Metal layers overlaid:
Bar = 200 um.
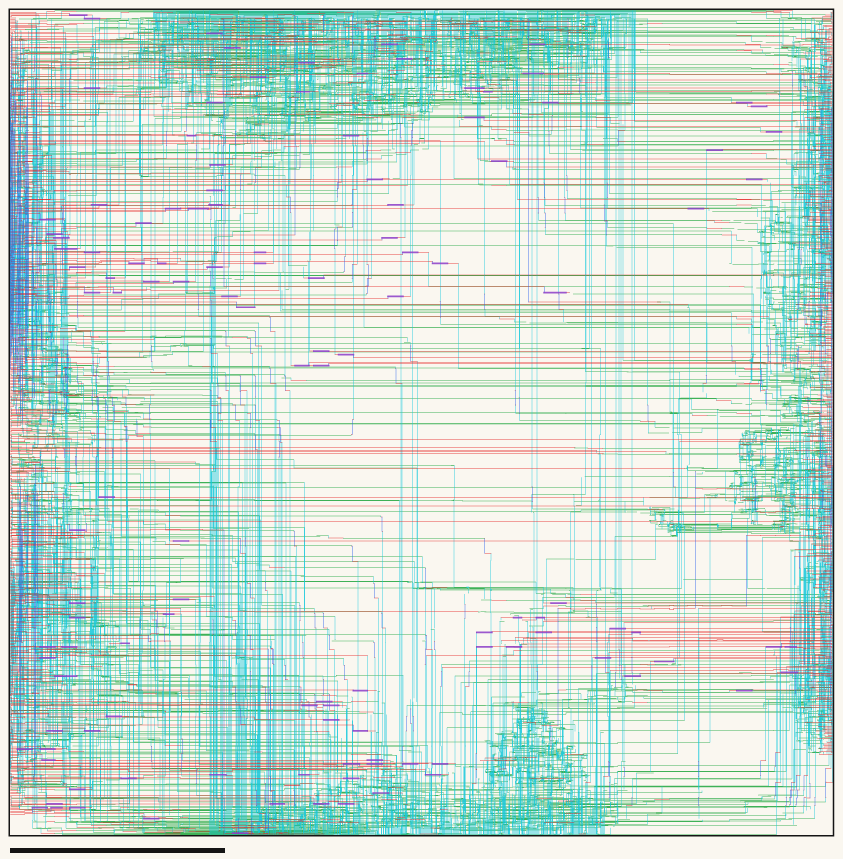
Power grid:
Bar = 200 um. Pins as bars on the die edge.
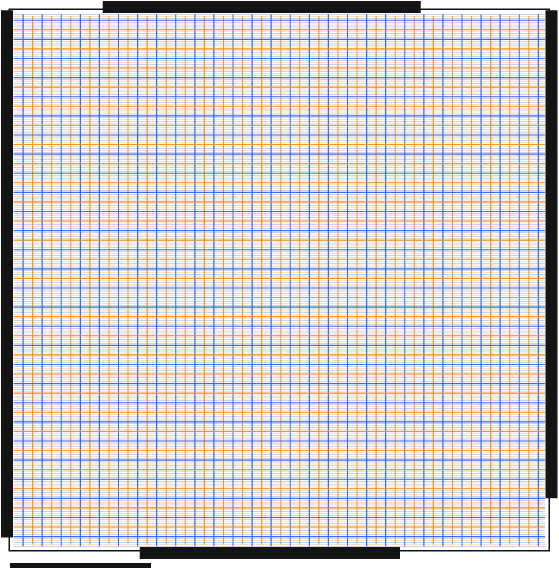
Track usage over the die:
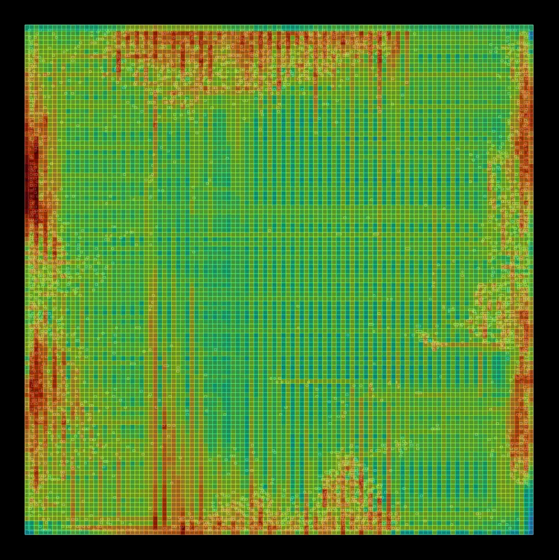
Routed clock nets over the placement:
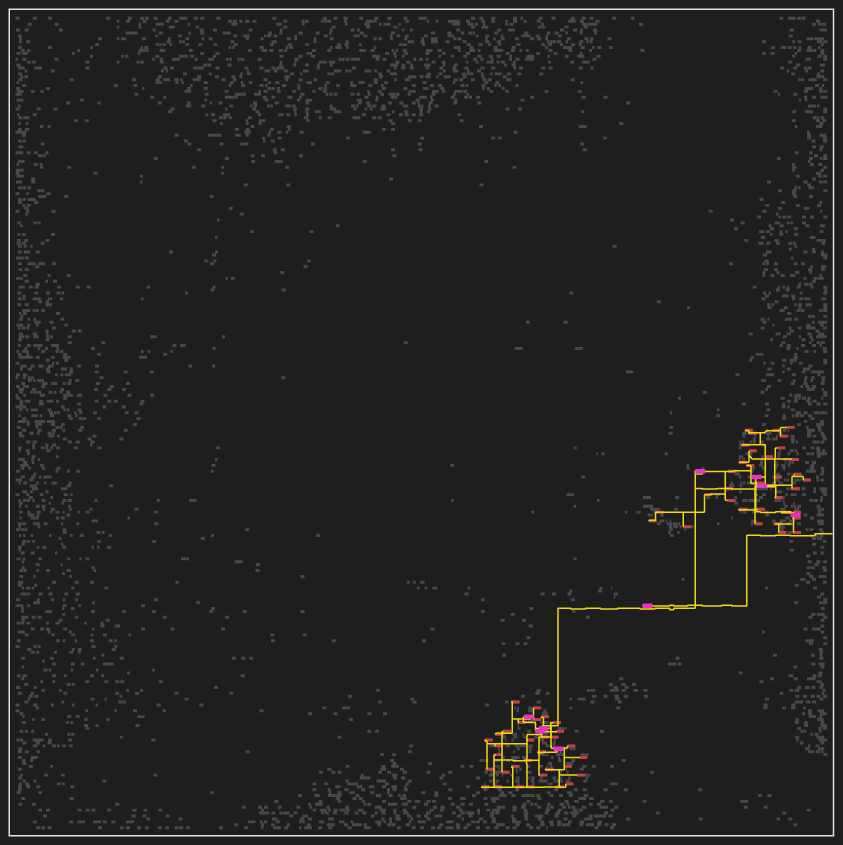
Cell classes on the final placement:
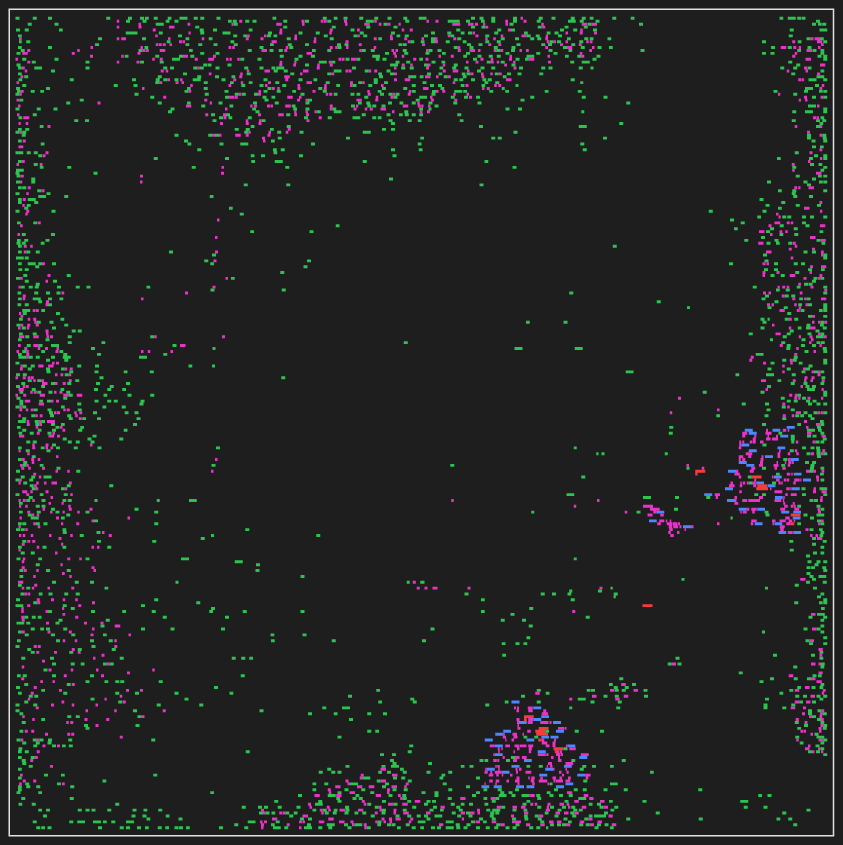
## config.mk

```make
export PLATFORM = sky130hd
export DESIGN_NAME = p4_stream_arbiter
export DESIGN_NICKNAME = d
export VERILOG_FILES = /design/src/rtl/p4_arb_pkg.sv /design/src/rtl/p4_stream_arbiter.sv
export SDC_FILE = /design/constraint.sdc
export NUM_CORES = 1
export LEC_CHECK = 0
export CORE_AREA = 5 5 761 763
export CTS_CLUSTER_DIAMETER = 60
export DETAILED_ROUTE_END_ITERATION = 8
export DIE_AREA = 0 0 766 768
export PLACE_DENSITY = 0.3
export RECOVER_POWER = 50
export SETUP_SLACK_MARGIN = 0.15
export SLEW_MARGIN = 20
export SYNTH_ARGS = -nofsm -noshare
export SYNTH_HDL_FRONTEND = slang
export SYNTH_SLANG_ARGS = --single-unit
export TNS_END_PERCENT = 1
```

## constraint.sdc

```tcl
create_clock -name aclk -period 7.3 [get_ports aclk]
set_clock_uncertainty 0.2 [all_clocks]
set_input_delay 1.095 -clock aclk [delete_from_list [all_inputs] [get_ports aclk]]
set_output_delay 1.095 -clock aclk [all_outputs]
set_load 0.01 [all_outputs]
```

## src/rtl/p4_arb_pkg.sv

```systemverilog
// Shared types and constants for the packet-level P4 stream arbiter.
// The optional source tag (P4_ARB_SRC_TAG_EN) uses the metadata MSB.
package p4_arb_pkg;

  typedef enum logic [1:0] {
    StIdle,
    StGnt0,
    StGnt1
  } arb_state_e;

  // Default source-tag position for 48-bit metadata; the module uses META_W-1.
  localparam int unsigned SRC_TAG_BIT = 47;
  localparam int unsigned CNT_W       = 32;

endpackage

```

## src/rtl/p4_stream_arbiter.sv

```systemverilog
// Two-source packet round-robin arbiter in front of a P4 pipeline s_axis port.
// Define P4_ARB_SRC_TAG_EN to stamp the granted source ID into user_metadata_out[META_W-1].
module p4_stream_arbiter
  import p4_arb_pkg::*;
#(
  parameter int unsigned DATA_W = 512,
  parameter int unsigned KEEP_W = DATA_W / 8,
  parameter int unsigned META_W = 48
) (
  input  logic              aclk,
  input  logic              aresetn,
  input  logic [DATA_W-1:0] s0_axis_tdata,
  input  logic [KEEP_W-1:0] s0_axis_tkeep,
  input  logic              s0_axis_tlast,
  input  logic              s0_axis_tvalid,
  input  logic [META_W-1:0] s0_axis_tuser,
  output logic              s0_axis_tready,
  input  logic [DATA_W-1:0] s1_axis_tdata,
  input  logic [KEEP_W-1:0] s1_axis_tkeep,
  input  logic              s1_axis_tlast,
  input  logic              s1_axis_tvalid,
  input  logic [META_W-1:0] s1_axis_tuser,
  output logic              s1_axis_tready,
  output logic [DATA_W-1:0] m_axis_tdata,
  output logic [KEEP_W-1:0] m_axis_tkeep,
  output logic              m_axis_tlast,
  output logic              m_axis_tvalid,
  input  logic              m_axis_tready,
  output logic [META_W-1:0] user_metadata_out,
  output logic              user_metadata_out_valid,
  output logic [CNT_W-1:0]  pkt_cnt0,
  output logic [CNT_W-1:0]  pkt_cnt1
);

  localparam logic [CNT_W-1:0] CntOne = 1;

  arb_state_e       state_q, state_d;
  logic             last_src_q, last_src_d;
  logic [CNT_W-1:0] pkt_cnt0_q, pkt_cnt0_d;
  logic [CNT_W-1:0] pkt_cnt1_q, pkt_cnt1_d;

  // On a tie the source that did not send the previous packet wins.
  function automatic arb_state_e pick_grant(input logic v0, input logic v1, input logic last);
    arb_state_e nxt;
    if (v0 && v1) begin
      nxt = last ? StGnt0 : StGnt1;
    end else if (v0) begin
      nxt = StGnt0;
    end else if (v1) begin
      nxt = StGnt1;
    end else begin
      nxt = StIdle;
    end
    return nxt;
  endfunction

  always_comb begin
    state_d           = state_q;
    last_src_d        = last_src_q;
    pkt_cnt0_d        = pkt_cnt0_q;
    pkt_cnt1_d        = pkt_cnt1_q;
    m_axis_tdata      = '0;
    m_axis_tkeep      = s0_axis_tkeep;
    m_axis_tlast      = s0_axis_tlast;
    m_axis_tvalid     = 1'b0;
    s0_axis_tready    = 1'b0;
    s1_axis_tready    = 1'b0;
    user_metadata_out = '0;

    unique case (state_q)
      StIdle: begin
        state_d = pick_grant(s0_axis_tvalid, s1_axis_tvalid, last_src_q);
      end
      StGnt0: begin
        m_axis_tdata      = s0_axis_tdata;
        m_axis_tkeep      = s0_axis_tkeep;
        m_axis_tlast      = s0_axis_tlast;
        m_axis_tvalid     = s0_axis_tvalid;
        s0_axis_tready    = m_axis_tready;
        user_metadata_out = s0_axis_tuser;
        if (s0_axis_tvalid && m_axis_tready && s0_axis_tlast) begin
          last_src_d = 1'b0;
          pkt_cnt0_d = pkt_cnt0_q + CntOne;
          state_d    = pick_grant(s0_axis_tvalid, s1_axis_tvalid, 1'b0);
        end
      end
      StGnt1: begin
        m_axis_tdata      = s1_axis_tdata;
        m_axis_tkeep      = s1_axis_tkeep;
        m_axis_tlast      = s1_axis_tlast;
        m_axis_tvalid     = s1_axis_tvalid;
        s1_axis_tready    = m_axis_tready;
        user_metadata_out = s1_axis_tuser;
        if (s1_axis_tvalid && m_axis_tready && s1_axis_tlast) begin
          last_src_d = 1'b1;
          pkt_cnt1_d = pkt_cnt1_q + CntOne;
          state_d    = pick_grant(s0_axis_tvalid, s1_axis_tvalid, 1'b1);
        end
      end
      default: begin
        state_d = StIdle;
      end
    endcase

`ifdef P4_ARB_SRC_TAG_EN
    if (state_q != StIdle) begin
      user_metadata_out[META_W-1] = (state_q == StGnt1);
    end
`endif
  end

  assign user_metadata_out_valid = m_axis_tvalid;
  assign pkt_cnt0                = pkt_cnt0_q;
  assign pkt_cnt1                = pkt_cnt1_q;

  always_ff @(posedge aclk) begin
    if (!aresetn) begin
      state_q    <= StIdle;
      last_src_q <= 1'b1;
      pkt_cnt0_q <= '0;
      pkt_cnt1_q <= '0;
    end else begin
      state_q    <= state_d;
      last_src_q <= last_src_d;
      pkt_cnt0_q <= pkt_cnt0_d;
      pkt_cnt1_q <= pkt_cnt1_d;
    end
  end

endmodule

```

==> reports/results.ini <==
[die]
boundaryPins=1948
core_mm2=0.571
fp_util_pct=2.20
die_height_um=768

[route]
drc=0
drt.antenna.violating_nets=0
drt-vias-per-instance=2.33
drt_iter0_drc=1952

[setup_path]
endpoint_kind=output port
cp_top_family=buffers and inverters
r2r_start=state_q[1]$_SDFFE_PN0P_
reg2reg_to=pkt_cnt0[16]$_SDFFE_PN0P_
ff2ff_path_depth=7
worst_ep_arrival_time_ns=4.56
path_cells=inv_1 -> ha_1 -> buf_4 -> a22oi_1 -> nor2b_1 -> clkdlybuf4s50_1
slowest_delay_ns=1.25
required_ns=6.00
worst_setup_path_start_kind=flop
cpMaxStageDelayCell=ha_1
rrSetupSlack_ns=1.73
crit_fanout=39

[grt]
grt_max_degree=139
first_global_vias=24400
grt_first_pass_wirelength_mm=507
grt_overflow_total=0
antenna_found_initial=654

[power]
p_total_mw=4.19
power_density_mw_per_mm2=100
leakage_nw=11.1

[logic_synthesis]
synth.top_cell.area_share_pct=33.5
syn_area_per_cell_um2=7.05
ys_cells=1788
yosys.area.top_type=a22oi_1
ys_seq_share_pct=10.6
synth-seq-cells=67
synth_nets=3049
area_leaders=a22oi_1 (33%), nor2b_1 (28%), dfxtp_1 (11%)

[place]
preCtsSetupSlack_ns=2.39
routabilityCongestion=0.953
place_hpwl_mm=419

[sta]
final.min_clock_period_ns=5.86
holdWs_ns=0.275
fin_ws_ns=1.44
setup_violations=0
clock.fmax_mhz=171
rsz0062_at_grt=false
period_used_pct=80.2
slew_violations=46
timing.slew.headroom_pct=-31.7

[cts]
clk_latency_ns=0.39
postCtsSetupRepairBufs=0
cts_tree=done
clockRootBuffer=clkbuf_16
cts.sinks=67
clk_pin_slew_worst_paths_ns=0.07
h-tree-depth=3
cts-hold-fix-buffers=0

[worst_hold_path]
min_to=pkt_cnt0[31]$_SDFFE_PN0P_
hp-class=reg2reg

[job]
maxCapViolations=2
warnings=49

[outcome]
violations=max-capacitance violations, max-slew violations
outcome=finished with violations

[final_layout]
nNetsFinal=4828
area_delta_synth_final_pct=232

Notes on 'metal layers overlaid' above:
Red marks M3, wire length 66.8 mm. Green marks M1, wire length 180 mm. Blue marks M4, wire length 11200 um. Cyan marks M2, wire length 189 mm. Purple marks M5, wire length 1670 um.
GRT Overall Usage: 14.6%
Final Routed Wirelength: 449 mm
via count: 26300

Notes on 'power grid' above:
Blue marks VSS. Orange marks VDD.
279 met1 rails follow the rows. The core has 278 rows.

Notes on 'track usage over the die' above:
met3 usage: 9.71%
WL per Instance: 39.8 um
grt peak-use layer: met2
grt met1 use: 17.1%
Final Util: 7.32%

Notes on 'routed clock nets over the placement' above:
Red marks flip-flops, count 67. Yellow marks clock wires, length 2110 um. Magenta marks clock-net drivers, count 9.
There are 10 routed clock nets.

Notes on 'cell classes on the final placement' above:
Red marks clock drivers and dummy loads, cells 16, share of their area 1.0%. Green marks remaining buffers and delay cells, cells 1986, share of their area 62%. Magenta marks remaining logic cells, cells 1503, share of their area 33%. Blue marks registers, cells 67, share of their area 4.2%.

## worst min-delay path, cell delays in order, from the launching register on
cell     delay, ns
dfxtp_1       0.32
nand2_1       0.05
mux2i_1       0.06
## stage by stage
stage	std cells	cell area (um^2)
2_1_floorplan	1788	12600
3_3_place_gp	11100	41200
3_5_place_dp	11100	41200
4_1_cts	11100	41500
5_1_grt	11200	41500
6_report	11300	41800
## worst max-delay path by stage
stage                                  startpoint                 endpoint  cells past startpoint
after floorplan           state_q[0]$_SDFFE_PN0P_  user_metadata_out_valid                      8
after global placement          s1_axis_tdata[42]         m_axis_tdata[42]                      4
after detailed placement  state_q[1]$_SDFFE_PN0P_        m_axis_tdata[428]                      6
after CTS                 state_q[1]$_SDFFE_PN0P_        m_axis_tdata[428]                      6
after global routing      state_q[0]$_SDFFE_PN0P_        m_axis_tdata[120]                      6
final                     state_q[0]$_SDFFE_PN0P_        m_axis_tdata[356]                      6
## state kept, by name, indices dropped and copies added (netlist names)
| name | flops |
|---|---|
| last_src_q | 1 |
| state_q | 2 |
| pkt_cnt1 | 32 |
| pkt_cnt0 | 32 |
## cell families after synthesis
family | count (synthesis) | share of synthesized area, %
flops | 67 | 10.6
compound gates | 629 | 36.9
fa+ha+maj | 6 | 0.596
mux | 79 | 6.92
buf+inv | 227 | 6.83
simple gates | 760 | 36.7
xor+xnor | 20 | 1.39
## final cells by class
class | instances | area [um^2] | share of cell area (%)
well taps | 7560 | 9460 | 22.6
inverters | 9 | 33.8 | 0.0808
multi-input cells | 1494 | 10400 | 24.9
flip-flops and latches | 67 | 1340 | 3.21
diodes | 148 | 370 | 0.885
clock buffers | 10 | 229 | 0.547
clock inverters | 6 | 90.1 | 0.215
repair buffers | 1986 | 19900 | 47.6
## routing by layer
metal	GRT usage (%)	vias to the layer above	wire (um)
met4	2.21	250	11200
met5	0	-	1670
met2	22.3	2500	189000
li1	-	10400	-
met1	17.1	12200	180000
met3	9.71	889	66800
## power by group
group	total, mW	internal, mW	switching [mW]
logic	3.30	1.52	1.78
clock network	0.522	0.300	0.222
registers	0.370	0.367	0.00279
total	4.19	2.19	2.00
## cell usage after synthesis
cell	count
nor2_1	21
nand2_1	45
inv_1	9
clkbuf_2	1
xor2_1	10
o31ai_1	20
o21a_1	2
a2bb2oi_1	1
dfxtp_1	67
nor2b_1	562
o21ai_0	4
nor3_1	6
o41ai_1	3
mux2i_1	14
nor4_1	17
nand4_2	2
or4_1	20
mux2_2	65
or2_2	1
buf_1	8
o2111ai_1	2
or3_1	4
and3_1	4
a22o_1	1
o22ai_1	1
o311ai_0	3
or2_0	1
buf_2	3
buf_4	1
nand2b_1	17
xnor2_1	10
clkbuf_1	205
nand3_1	21
or4b_1	1
and2_1	7
nand4_1	19
and4_1	12
ha_1	6
a22oi_1	562
a21oi_1	30
Power is estimated from default activity; no workload was simulated.
